$ cat src/rtl/uart_tx_arbiter_if.sv
// Handshake bundle between the UART TX arbiter, its byte producers and the UART transmitter.
// master = arbiter side, slave = producers plus UART side.
interface uart_tx_arbiter_if #(
   parameter int NUM_REQ = 4,
   parameter int DATA_W  = 8
);
   logic [NUM_REQ-1:0]        req;
   logic [NUM_REQ*DATA_W-1:0] req_data;
   logic [NUM_REQ-1:0]        ack;
   logic [NUM_REQ-1:0]        o_grant;
   logic                      o_busy;
   logic                      o_start;
   logic [DATA_W-1:0]         o_tx_data;
   logic                      i_tx_done;
   logic                      o_timeout;

   modport master (
      input  req, req_data, i_tx_done,
      output ack, o_grant, o_busy, o_start, o_tx_data, o_timeout
   );

   modport slave (
      output req, req_data, i_tx_done,
      input  ack, o_grant, o_busy, o_start, o_tx_data, o_timeout
   );
endinterface

$ cat src/rtl/uart_tx_arbiter.sv
// Round-robin arbiter sharing one UART transmitter between NUM_REQ byte producers.
// Optional BUSY watchdog is compiled in with `define UART_TX_ARB_TIMEOUT_EN.
module uart_tx_arbiter #(
   parameter int NUM_REQ     = 4,
   parameter int DATA_W      = 8,
   parameter int TIMEOUT_CYC = 200000
) (
   input logic               clk,
   input logic               reset,
   uart_tx_arbiter_if.master bus
);
   localparam int PTR_W = $clog2(NUM_REQ);
   localparam logic [NUM_REQ-1:0] ONE_HOT_0 = {{(NUM_REQ-1){1'b0}}, 1'b1};

   typedef enum logic [1:0] {
      ST_IDLE  = 2'd0,
      ST_START = 2'd1,
      ST_BUSY  = 2'd2
   } state_t;

   if (NUM_REQ < 2 || NUM_REQ > 8 || DATA_W < 1 || TIMEOUT_CYC < 1) begin : g_param_check
      $error("uart_tx_arbiter: parameter out of range");
   end

   state_t             state_r;
   logic [PTR_W-1:0]   ptr_r;
   logic [PTR_W-1:0]   winner_r;
   logic [PTR_W-1:0]   pick_idx_s;
   logic [PTR_W-1:0]   next_ptr_s;
   logic               pick_vld_s;
   logic [NUM_REQ-1:0] ack_r;
   logic [NUM_REQ-1:0] grant_r;
   logic               busy_r;
   logic               start_r;
   logic [DATA_W-1:0]  tx_data_r;

`ifdef UART_TX_ARB_TIMEOUT_EN
   localparam int WD_W = $clog2(TIMEOUT_CYC + 1);
   localparam logic [WD_W-1:0] WD_MAX = WD_W'(TIMEOUT_CYC);
   logic [WD_W-1:0] wd_cnt_r;
   logic            timeout_r;
`endif

   function automatic logic [PTR_W-1:0] rr_index(input logic [PTR_W-1:0] base, input int offset);
      int sum_v;
      sum_v = int'(base) + offset;
      if (sum_v >= NUM_REQ) begin
         rr_index = PTR_W'(sum_v - NUM_REQ);
      end else begin
         rr_index = PTR_W'(sum_v);
      end
   endfunction

   // Search from ptr_r upward; iterating downward lets the smallest offset overwrite last
   always_comb begin
      pick_vld_s = 1'b0;
      pick_idx_s = '0;
      for (int k = NUM_REQ - 1; k >= 0; k--) begin
         pick_idx_s = bus.req[rr_index(ptr_r, k)] ? rr_index(ptr_r, k) : pick_idx_s;
         pick_vld_s = pick_vld_s | bus.req[rr_index(ptr_r, k)];
      end
   end

   // Pointer moves one past the served requester so it ranks last next time
   always_comb begin
      if (winner_r == PTR_W'(NUM_REQ - 1)) begin
         next_ptr_s = '0;
      end else begin
         next_ptr_s = winner_r + PTR_W'(1);
      end
   end

   // Arbitration / sequencing FSM with registered outputs
   always_ff @(posedge clk or negedge reset) begin
      if (!reset) begin
         state_r   <= ST_IDLE;
         ptr_r     <= '0;
         winner_r  <= '0;
         ack_r     <= '0;
         grant_r   <= '0;
         busy_r    <= 1'b0;
         start_r   <= 1'b0;
         tx_data_r <= '0;
`ifdef UART_TX_ARB_TIMEOUT_EN
         wd_cnt_r  <= '0;
         timeout_r <= 1'b0;
`endif
      end else begin
         ack_r   <= '0;
         start_r <= 1'b0;
`ifdef UART_TX_ARB_TIMEOUT_EN
         timeout_r <= 1'b0;
`endif
         case (state_r)
            ST_IDLE: begin
               if (pick_vld_s) begin
                  winner_r  <= pick_idx_s;
                  grant_r   <= ONE_HOT_0 << pick_idx_s;
                  tx_data_r <= bus.req_data[int'(pick_idx_s) * DATA_W +: DATA_W];
                  busy_r    <= 1'b1;
                  state_r   <= ST_START;
               end else begin
                  state_r   <= ST_IDLE;
               end
            end
            ST_START: begin
               start_r <= 1'b1;
`ifdef UART_TX_ARB_TIMEOUT_EN
               wd_cnt_r <= '0;
`endif
               state_r <= ST_BUSY;
            end
            ST_BUSY: begin
               if (bus.i_tx_done) begin
                  ack_r   <= grant_r;
                  ptr_r   <= next_ptr_s;
                  grant_r <= '0;
                  busy_r  <= 1'b0;
                  state_r <= ST_IDLE;
               end
`ifdef UART_TX_ARB_TIMEOUT_EN
               else if (wd_cnt_r == WD_MAX) begin
                  timeout_r <= 1'b1;
                  ptr_r     <= next_ptr_s;
                  grant_r   <= '0;
                  busy_r    <= 1'b0;
                  state_r   <= ST_IDLE;
               end else begin
                  wd_cnt_r  <= wd_cnt_r + WD_W'(1);
                  state_r   <= ST_BUSY;
               end
`else
               else begin
                  state_r <= ST_BUSY;
               end
`endif
            end
            default: begin
               grant_r <= '0;
               busy_r  <= 1'b0;
               state_r <= ST_IDLE;
            end
         endcase
      end
   end

   assign bus.ack       = ack_r;
   assign bus.o_grant   = grant_r;
   assign bus.o_busy    = busy_r;
   assign bus.o_start   = start_r;
   assign bus.o_tx_data = tx_data_r;
`ifdef UART_TX_ARB_TIMEOUT_EN
   assign bus.o_timeout = timeout_r;
`else
   assign bus.o_timeout = 1'b0;
`endif

endmodule

$ cat src/flat_wrapper.sv
// flat-port wrapper written by rule: the top's interface ports become plain ports
module uart_tx_arbiter_flat 
#(
   parameter int NUM_REQ     = 4,
   parameter int DATA_W      = 8,
   parameter int TIMEOUT_CYC = 200000
)
  (clk, reset, bus_req, bus_req_data, bus_i_tx_done, bus_ack, bus_o_grant, bus_o_busy, bus_o_start, bus_o_tx_data, bus_o_timeout);
  uart_tx_arbiter_if #(.NUM_REQ(NUM_REQ), .DATA_W(DATA_W)) bus_i ();
  input logic clk;
  input logic reset;
  input wire logic [$bits(bus_i.req)-1:0] bus_req;
  input wire logic [$bits(bus_i.req_data)-1:0] bus_req_data;
  input wire logic [$bits(bus_i.i_tx_done)-1:0] bus_i_tx_done;
  output wire logic [$bits(bus_i.ack)-1:0] bus_ack;
  output wire logic [$bits(bus_i.o_grant)-1:0] bus_o_grant;
  output wire logic [$bits(bus_i.o_busy)-1:0] bus_o_busy;
  output wire logic [$bits(bus_i.o_start)-1:0] bus_o_start;
  output wire logic [$bits(bus_i.o_tx_data)-1:0] bus_o_tx_data;
  output wire logic [$bits(bus_i.o_timeout)-1:0] bus_o_timeout;
  assign bus_i.req = bus_req;
  assign bus_i.req_data = bus_req_data;
  assign bus_i.i_tx_done = bus_i_tx_done;
  assign bus_ack = bus_i.ack;
  assign bus_o_grant = bus_i.o_grant;
  assign bus_o_busy = bus_i.o_busy;
  assign bus_o_start = bus_i.o_start;
  assign bus_o_tx_data = bus_i.o_tx_data;
  assign bus_o_timeout = bus_i.o_timeout;
  uart_tx_arbiter #(.NUM_REQ(NUM_REQ), .DATA_W(DATA_W), .TIMEOUT_CYC(TIMEOUT_CYC)) u_core (.clk(clk), .reset(reset), .bus(bus_i));
endmodule
$ cat config.mk
export PLATFORM = sky130hd
export DESIGN_NAME = uart_tx_arbiter_flat
export DESIGN_NICKNAME = d
export VERILOG_FILES = /design/src/rtl/uart_tx_arbiter_if.sv /design/src/rtl/uart_tx_arbiter.sv /design/src/flat_wrapper.sv
export SDC_FILE = /design/constraint.sdc
export NUM_CORES = 1
export LEC_CHECK = 0
export CAP_MARGIN = 5
export CELL_PAD_IN_SITES_DETAIL_PLACEMENT = 0
export CELL_PAD_IN_SITES_GLOBAL_PLACEMENT = 1
export CORE_MARGIN = 10
export CORE_UTILIZATION = 30
export DETAILED_ROUTE_END_ITERATION = 6
export GPL_ROUTABILITY_DRIVEN = 0
export PLACE_DENSITY = 0.87
export SETUP_SLACK_MARGIN = 0.05
export SLEW_MARGIN = 20
export SYNTH_ARGS = -nofsm -noshare
export SYNTH_HDL_FRONTEND = slang
export SYNTH_SLANG_ARGS = --single-unit
$ cat constraint.sdc
create_clock -name clk -period 2.5 [get_ports clk]
set_input_delay 0.5 -clock clk [delete_from_list [all_inputs] [get_ports clk]]
set_output_delay 0.5 -clock clk [all_outputs]
set_load 0.01 [all_outputs]
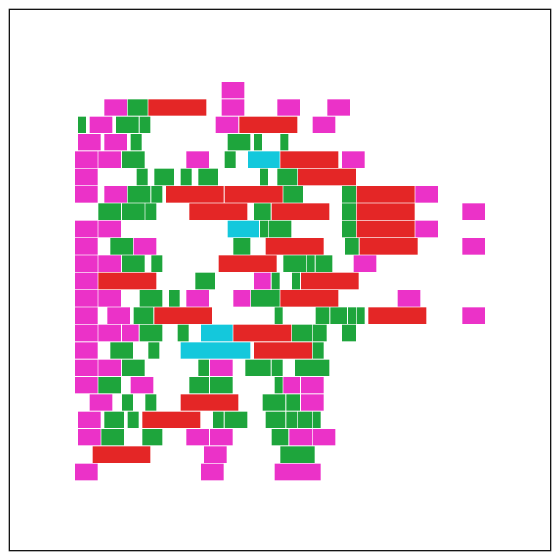
Fig. 1. Placement by cell class (run 1).
| color | class | cells | share of their area |
|---|---|---|---|
| green | all other logic | 81 | 31% |
| red | flip-flops | 24 | 32% |
| cyan | clock drivers and dummy loads | 4 | 3.8% |
| magenta | other buffers and delay cells | 61 | 33% |

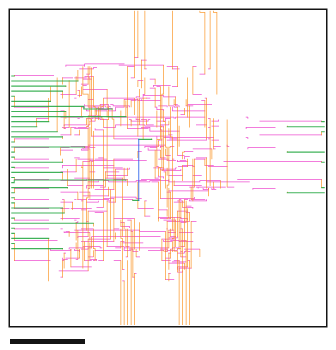
Fig. 2. Wiring by layer (run 1).
Bar = 20 um.
| color | layer | wire length |
|---|---|---|
| orange | met2 | 1500 um |
| magenta | met1 | 1340 um |
| blue | met4 | 16.3 um |
| green | met3 | 384 um |

==> results.txt, run 1 <==
Implementation results

The placed instances occupy a cell area of roughly 1900 um^2. The total negative setup slack is 0 ns. The category of the worst setup path launch point is a primary input.

The final layout contains routed wiring with a total length of about 3200 um. After synthesis, the netlist uses 37 different library cells. The maximum clock skew at final layout is 0.00154 ns. The TritonCTS clock tree is yes. The count of inserted antenna diode cells is 0.

Setup slack on the critical path of the routed design comes to roughly 0.37 ns. The synthesized netlist has a Yosys-reported chip area of around 1300 um^2. Counting along the longest clock path gives a buffer depth of 2. In the hold report, the worst path ends at u_core.bus.o_busy. Setup repair after global routing left no endpoint under its margin. The final report lists a non-filler cell total of 220. The final cycle utilization of the critical path is 85.1%. The cell area power density is 1050 nW/um^2. The setup slack on the worst flop-to-flop path is 0.62 ns. The overall power after layout is slightly above 0.002 W. The summed area of non-filler cells in the final layout is 1930 um^2. After the first detailed-routing iteration, the DRC count stood at 29. The launch point of the critical path was reported as bus_req[0].

The startpoint of the worst hold path is u_core.bus.o_busy. The area added between synthesis and finish is 54.1%. By instance count after routing, the leading logic cell types are sky130_fd_sc_hd__clkdlybuf4s50_1 (56), sky130_fd_sc_hd__dfrtp_1 (24), sky130_fd_sc_hd__mux2i_1 (16), sky130_fd_sc_hd__nor3_1 (16), sky130_fd_sc_hd__a211o_1 (8).

The vias per cell is 4.84. Summed over all layers, the global routing overflow is 0. The number of cells in the yosys synthesis report is 113. The summed instance area of the synthesized netlist is 1250 um^2. The number of cells on the worst reg-to-reg path is 6. The width of the die is about 85 um.

The most used flip-flop cell after synthesis is sky130_fd_sc_hd__dfrtp_1. The floorplan die area is 7160 um^2. The final-report setup violation count is 0. The number of nets in the finished design is 211.

The number of post-CTS setup repair buffers is 0. The maximum clock frequency is 470 MHz. The number of maximum-capacitance violations recorded for the run is 0. The vertical die dimension is 84.6 um. After synthesis, the cell types taking the most area are sky130_fd_sc_hd__dfrtp_1 (48%), sky130_fd_sc_hd__mux2i_1 (13%), sky130_fd_sc_hd__nor3_1 (6.4%). The final hold slack is between 0.4 and 0.5 ns. Of all cell types, the one taking the most synthesized area is sky130_fd_sc_hd__dfrtp_1. The run finished with clean final reports. Looking at the reg2reg group, the worst path ends at u_core.bus.o_tx_data[3].

For this run, the share of the core covered by cells in the final layout is 48.0%. The type recorded for the worst min-delay path is flip-flop to flip-flop. The floorplan core density is between 30 and 40%. The skew report gives the latency at the later pin of the worst-skew pair as 0.27 ns. Per the OpenROAD floorplan log, the area of the core is 4030 um^2. Across all layers, the routed design uses 1064 vias.

The most common cell after layout, fill and taps aside is sky130_fd_sc_hd__clkdlybuf4s50_1. The number of antenna violations at the first check in global routing came to 0. The share of synthesized area in the top cell type comes to 47.9%. The number of warnings in the stage logs is 26.

The combined flip-flop and latch cell area is around 600 um^2. The half-perimeter wire length after detailed placement is 2630 um. The count of clock tree sinks is 24. In the final report, the number of pins over their slew limit comes to 0. The number of buffers inserted by hold repair at cts is 0. The analysis attributes to cell leakage a power of 0.903 nW. The total iterations of the first detailed-routing run is 4. The post-placement cell count is 216. The warning tally printed by Yosys for this design is 0. The worst setup slack before clock tree synthesis is between 0.08 and 0.09 ns. The clock tree root buffer cell is sky130_fd_sc_hd__clkbuf_8. The count of library flops with an enable pin is 0.

The number of global-route vias before repair is 1240. The pin count of the biggest net entering global routing is 25. Once the clock tree was built, the resizer swapped 0 gates to a different size. The worst path required time is 2.66 ns. The total of flip-flops plus latches after synthesis is 24. The worst setup path category is primary input to flip-flop. The clock transition at the register clock pins on the worst setup and hold paths after CTS is 0.09 ns. The async set or reset register ratio after synthesis is 100%.

Across every metal layer, demand over resource in global routing totals 9.28%. The number of nets at floorplan is 153. For reference, the top cells by count after synthesis are sky130_fd_sc_hd__dfrtp_1 (24), sky130_fd_sc_hd__mux2i_1 (16), sky130_fd_sc_hd__nor3_1 (16). In the Yosys report, the sequential cells make up a little under half of the chip area. The clock period minus final worst setup slack is 2.13 ns. The highest supply drop recorded on VDD is 0.371 mV.

In the hold timing report, the worst path depth is 2. The tally of filler cells in the layout is 360. In the routed design, unresolved DRC markers number 0. The placement row count is 23. The clock buffer count from CTS is 3. Per the post-route antenna check, the number of violating nets is 0.

The critical path endpoint is u_core.bus.o_tx_data[3].
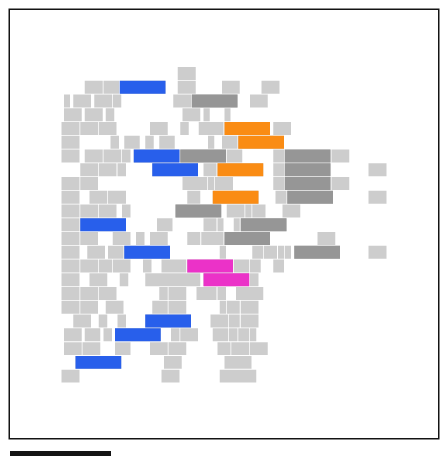
Fig. 3. Sequential cells grouped by signal name (run 1).
Bar = 20 um. Other sequential cells in the stronger gray, the rest of the logic in the fainter gray.
| color | netlist name | placed flops |
|---|---|---|
| magenta | `u_core.ptr_r` | 2 |
| blue | `u_core.bus.o_tx_data` | 8 |
| orange | `u_core.bus.o_grant` | 4 |
not colored: 10

==> run 1: critical path, cell delays in order <==
cell and delay, ns:
sky130_fd_sc_hd__clkdlybuf4s50_1 0.54, sky130_fd_sc_hd__or3b_1 0.38, sky130_fd_sc_hd__o221ai_2 0.09, sky130_fd_sc_hd__buf_12 0.21, sky130_fd_sc_hd__mux2i_1 0.23, sky130_fd_sc_hd__nor3_1 0.07
sky130_fd_sc_hd__a211o_1 0.26
==> run 1: area by class of cell <==
type                            instances  area share [%]
Inverter                                4           0.777
Multi-Input combinational cell         77            29.6
Clock inverter                          1            1.55
Timing Repair Buffer                   61            31.6
Tap cell                               50            3.24
Sequential cell                        24            31.1
Clock buffer                            3            2.14
==> run 1: cell families (layout without fill, tap and decap cells) <==
group                    after synthesis  after routing  share of synthesized area (%)
multiplexers                          18             18                           14.9
adder cells (fa/ha/maj)                1              1                          0.998
buffers and inverters                 12             69                           6.49
other                                  1              1                          0.299
AND-OR/OR-AND                         24             24                           16.0
AND/OR/NAND/NOR                       33             33                           13.5
flip-flops                            24             24                           47.9
==> run 1: state kept, by name, summed over array words and instances (netlist names) <==
signal	cells
u_core.bus.o_start	1
u_core.bus.ack	4
u_core.state_r	2
u_core.bus.o_busy	1
u_core.bus.o_tx_data	8
u_core.ptr_r	2
u_core.bus.o_grant	4
u_core.winner_r	2
==> run 1: metal layers <==
metal / vias up / part of all wire (%) / global-route usage, %
met3: 2 / 12 / 5.60
met4: 0 / 0.50 / 2.25
met2: 45 / 46 / 14.3
met5: - / 0 / 0
met1: 491 / 41 / 10.6
li1: 526 / - / -
==> run 1: report_power, final <==
part | switching, W | total, W | internal (W)
combinational | 0.000453 | 0.00102 | 0.000567
sequential | 0.000112 | 0.000665 | 0.000553
clock | 0.000128 | 0.000342 | 0.000214
total | 0.000692 | 0.00203 | 0.00133
## Run 2: what changed since run 1
--- a/config.mk
+++ b/config.mk
@@ -11,9 +11,9 @@
 export CORE_MARGIN = 10
 export CORE_UTILIZATION = 30
 export DETAILED_ROUTE_END_ITERATION = 6
-export GPL_ROUTABILITY_DRIVEN = 0
 export PLACE_DENSITY = 0.87
 export SETUP_SLACK_MARGIN = 0.05
+export SKIP_LAST_GASP = 1
 export SLEW_MARGIN = 20
 export SYNTH_ARGS = -nofsm -noshare
 export SYNTH_HDL_FRONTEND = slang
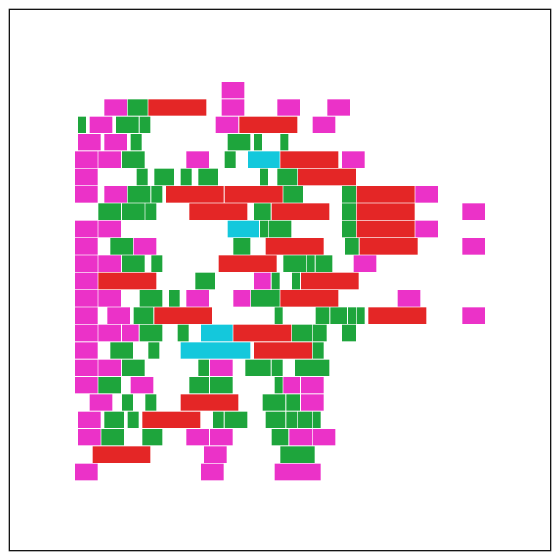
Fig. 4. Placement by cell class (run 2).
core occupancy in the finished layout: 48.0%
fraction of area in registers: 31.1%

==> run 2 against run 1 <==
  * Final cell count stayed put
  * Area after synthesis stayed put
  * Clock power hardly changed
  * First-iteration DRC count stayed put
  * Routed wire length stayed put
  * Register-to-register slack hardly changed
  * Critical path type unchanged
  * Sequential power hardly changed
  * Hold slack stayed put
  * Worst setup slack stayed put
  * Utilization stayed put
  * Largest power group unchanged
  * Critical endpoint unchanged
==> results.txt, run 2 <==
Implementation results

The flow ran to the end, and the final reports show no timing, DRC or antenna violations. The overall power after layout was 0.00203 W (unchanged). The sum of routed wire segments on met1 was 1340 um (unchanged). The number of buffers on the longest clock path is 2 (unchanged). According to the hold report, the worst path is of the flip-flop to flip-flop type. The area fraction of clock buffers and clock inverters is 3.69% (unchanged).

The largest family of logic cells by area is AND-OR/OR-AND gates. The number of cells on the worst reg-to-reg path is 6 (unchanged). The met3 global-route usage is 5.60% (unchanged). The summed area of non-filler cells in the final layout is 1930 um^2 (unchanged). The startpoint of the worst hold path is u_core.bus.o_busy.

The number of nets at floorplan is 153 (unchanged). The pin count of the biggest net entering global routing is 25 (unchanged). The path with the worst hold slack has its endpoint at u_core.bus.o_busy. The count of library flops with an enable pin came to 0 (unchanged). The width of the die is 84.6 um (unchanged). The multi-input gate count is 77 (unchanged). The count of clock tree sinks was 24 (unchanged). The placed instance area was 1860 um^2 (unchanged). Per the synthesis report, the dominant area consumer among library cells is sky130_fd_sc_hd__dfrtp_1. The final max-slew violation count is 0 (unchanged). The met1 track demand over resource is 10.6% (unchanged). The number of flip-flops in the largest register is 8 (unchanged).

The count of inserted antenna diode cells was 0 (unchanged). The vias per cell is 4.84 (unchanged). The number of cells in the yosys synthesis report is 113 (unchanged).

The met2 capacity usage during global routing is 14.3% (unchanged). The number of nets in the finished design was 211 (unchanged). The combinational power is 0.00102 W (about the same). The worst hold path stage count was 2 (unchanged). Setup repair after global routing left no endpoint under its margin. The post-detailed-route count of antenna-violating nets is 0 (unchanged). The post-synthesis share of cell area spent on and, or, nand and nor gates is 13.5% (unchanged).

The number of inverters outside the clock class in the layout came to 4 (unchanged). The reported clock group power is 0.000342 W (about the same). The async set or reset register ratio after synthesis is 100% (unchanged). The summed instance area of the synthesized netlist was 1250 um^2 (unchanged). The chip area line of the yosys report came to 1250 um^2 (unchanged).

The final-report setup violation count is 0 (unchanged). The number of warnings issued by yosys is 0 (unchanged). The internal portion of total power is 0.00133 W (unchanged).

The total routed wirelength is 3230 um (unchanged). The dominant kind of cell by area is buffers. The proportion of power drawn by combinational gates is 50.3% (about the same). The number of global-route vias before repair is 1240 (unchanged).

The sum of met2 wire segment lengths after detailed routing is 1500 um (unchanged). The leakage power of the design was 0.903 nW (unchanged). The and-or/or-and share of the synthesized area is 16.0% (unchanged).

The clock period minus final worst setup slack is 2.13 ns (unchanged). The half-perimeter wire length after detailed placement is 2630 um (unchanged). The total of flip-flops plus latches after synthesis is 24 (unchanged). The placement row count is 23 (unchanged). Per the synth stats, the flop cell with the highest instance count is sky130_fd_sc_hd__dfrtp_1. The xor and xnor fraction of the mapped netlist area is 0% (unchanged). The tap cell instance count came to 50 (unchanged). The met3 wirelength from detailed routing is 384 um (unchanged). The total number of sequential cells is 24 (unchanged). The area added between synthesis and finish is 54.1% (unchanged). The count of plain and timing-repair buffers in the layout came to 61 (unchanged). The floorplan core density was 31.1% (unchanged). The number of antenna violations at the first check in global routing is 0 (unchanged). The TritonCTS clock tree is yes.

The worst path required time is 2.66 ns (about the same). The number of max-cap violations was 0 (unchanged). The clock buffer count from CTS came to 3 (unchanged).

The number of buffers inserted by hold repair at cts is 0 (unchanged). The total negative setup slack is 0 ns (unchanged). The total number of vias is 1064 (unchanged). For reference, the most critical setup path is categorized as primary input to flip-flop. For reference, the top cells by count after synthesis are sky130_fd_sc_hd__dfrtp_1 (24), sky130_fd_sc_hd__mux2i_1 (16), sky130_fd_sc_hd__nor3_1 (16). The clock transition at the register clock pins on the worst setup and hold paths after CTS is 0.09 ns (about the same).
==> run 2: cell counts after synthesis <==
No cell type changed its count.
==> run 2: how the worst max path moves through the flow <==
stage | from | end | slack, ns
after CTS | bus_req[0] | u_core.bus.o_tx_data[3] | 0.38
after floorplan | bus_req[1] | u_core.bus.o_tx_data[1] | 0.71
after detailed placement | bus_req[0] | u_core.bus.o_tx_data[3] | 0.08
final | bus_req[0] | u_core.bus.o_tx_data[3] | 0.37
after global placement | bus_req[0] | u_core.bus.o_tx_data[7] | 0.16
after global routing | bus_req[0] | u_core.bus.o_tx_data[4] | 0.30
==> run 2: critical path: stages <==
cell and delay [ns]:
sky130_fd_sc_hd__clkdlybuf4s50_1 0.54, sky130_fd_sc_hd__or3b_1 0.38, sky130_fd_sc_hd__o221ai_2 0.09, sky130_fd_sc_hd__buf_12 0.21, sky130_fd_sc_hd__mux2i_1 0.23, sky130_fd_sc_hd__nor3_1 0.07
sky130_fd_sc_hd__a211o_1 0.26
==> run 2: stage by stage <==
| stage | worst slack (ns) | hold slack [ns] | util (%) | instances |
|---|---|---|---|---|
| final | 0.372 | 0.483 | 48.0 | 220 |
| after global routing | 0.305 | 0.516 | 48.0 | 220 |
| after CTS | 0.377 | 0.490 | 48.0 | 220 |
| after detailed placement | 0.0813 | 0.467 | 46.2 | 216 |
| after global placement | 0.161 | 0.466 | 46.2 | 216 |
| after floorplan | 0.711 | 0.204 | - | 113 |
==> run 2: cells by family (layout without fill, tap and decap cells) <==
| kind of cell | after synthesis | count (layout) |
|---|---|---|
| AND-OR/OR-AND | 24 | 24 |
| adder cells (fa/ha/maj) | 1 | 1 |
| buffers and inverters | 12 | 69 |
| flip-flops | 24 | 24 |
| multiplexers | 18 | 18 |
| other | 1 | 1 |
| AND/OR/NAND/NOR | 33 | 33 |
Power figures rest on the tool's default switching activity, not on a simulated workload.
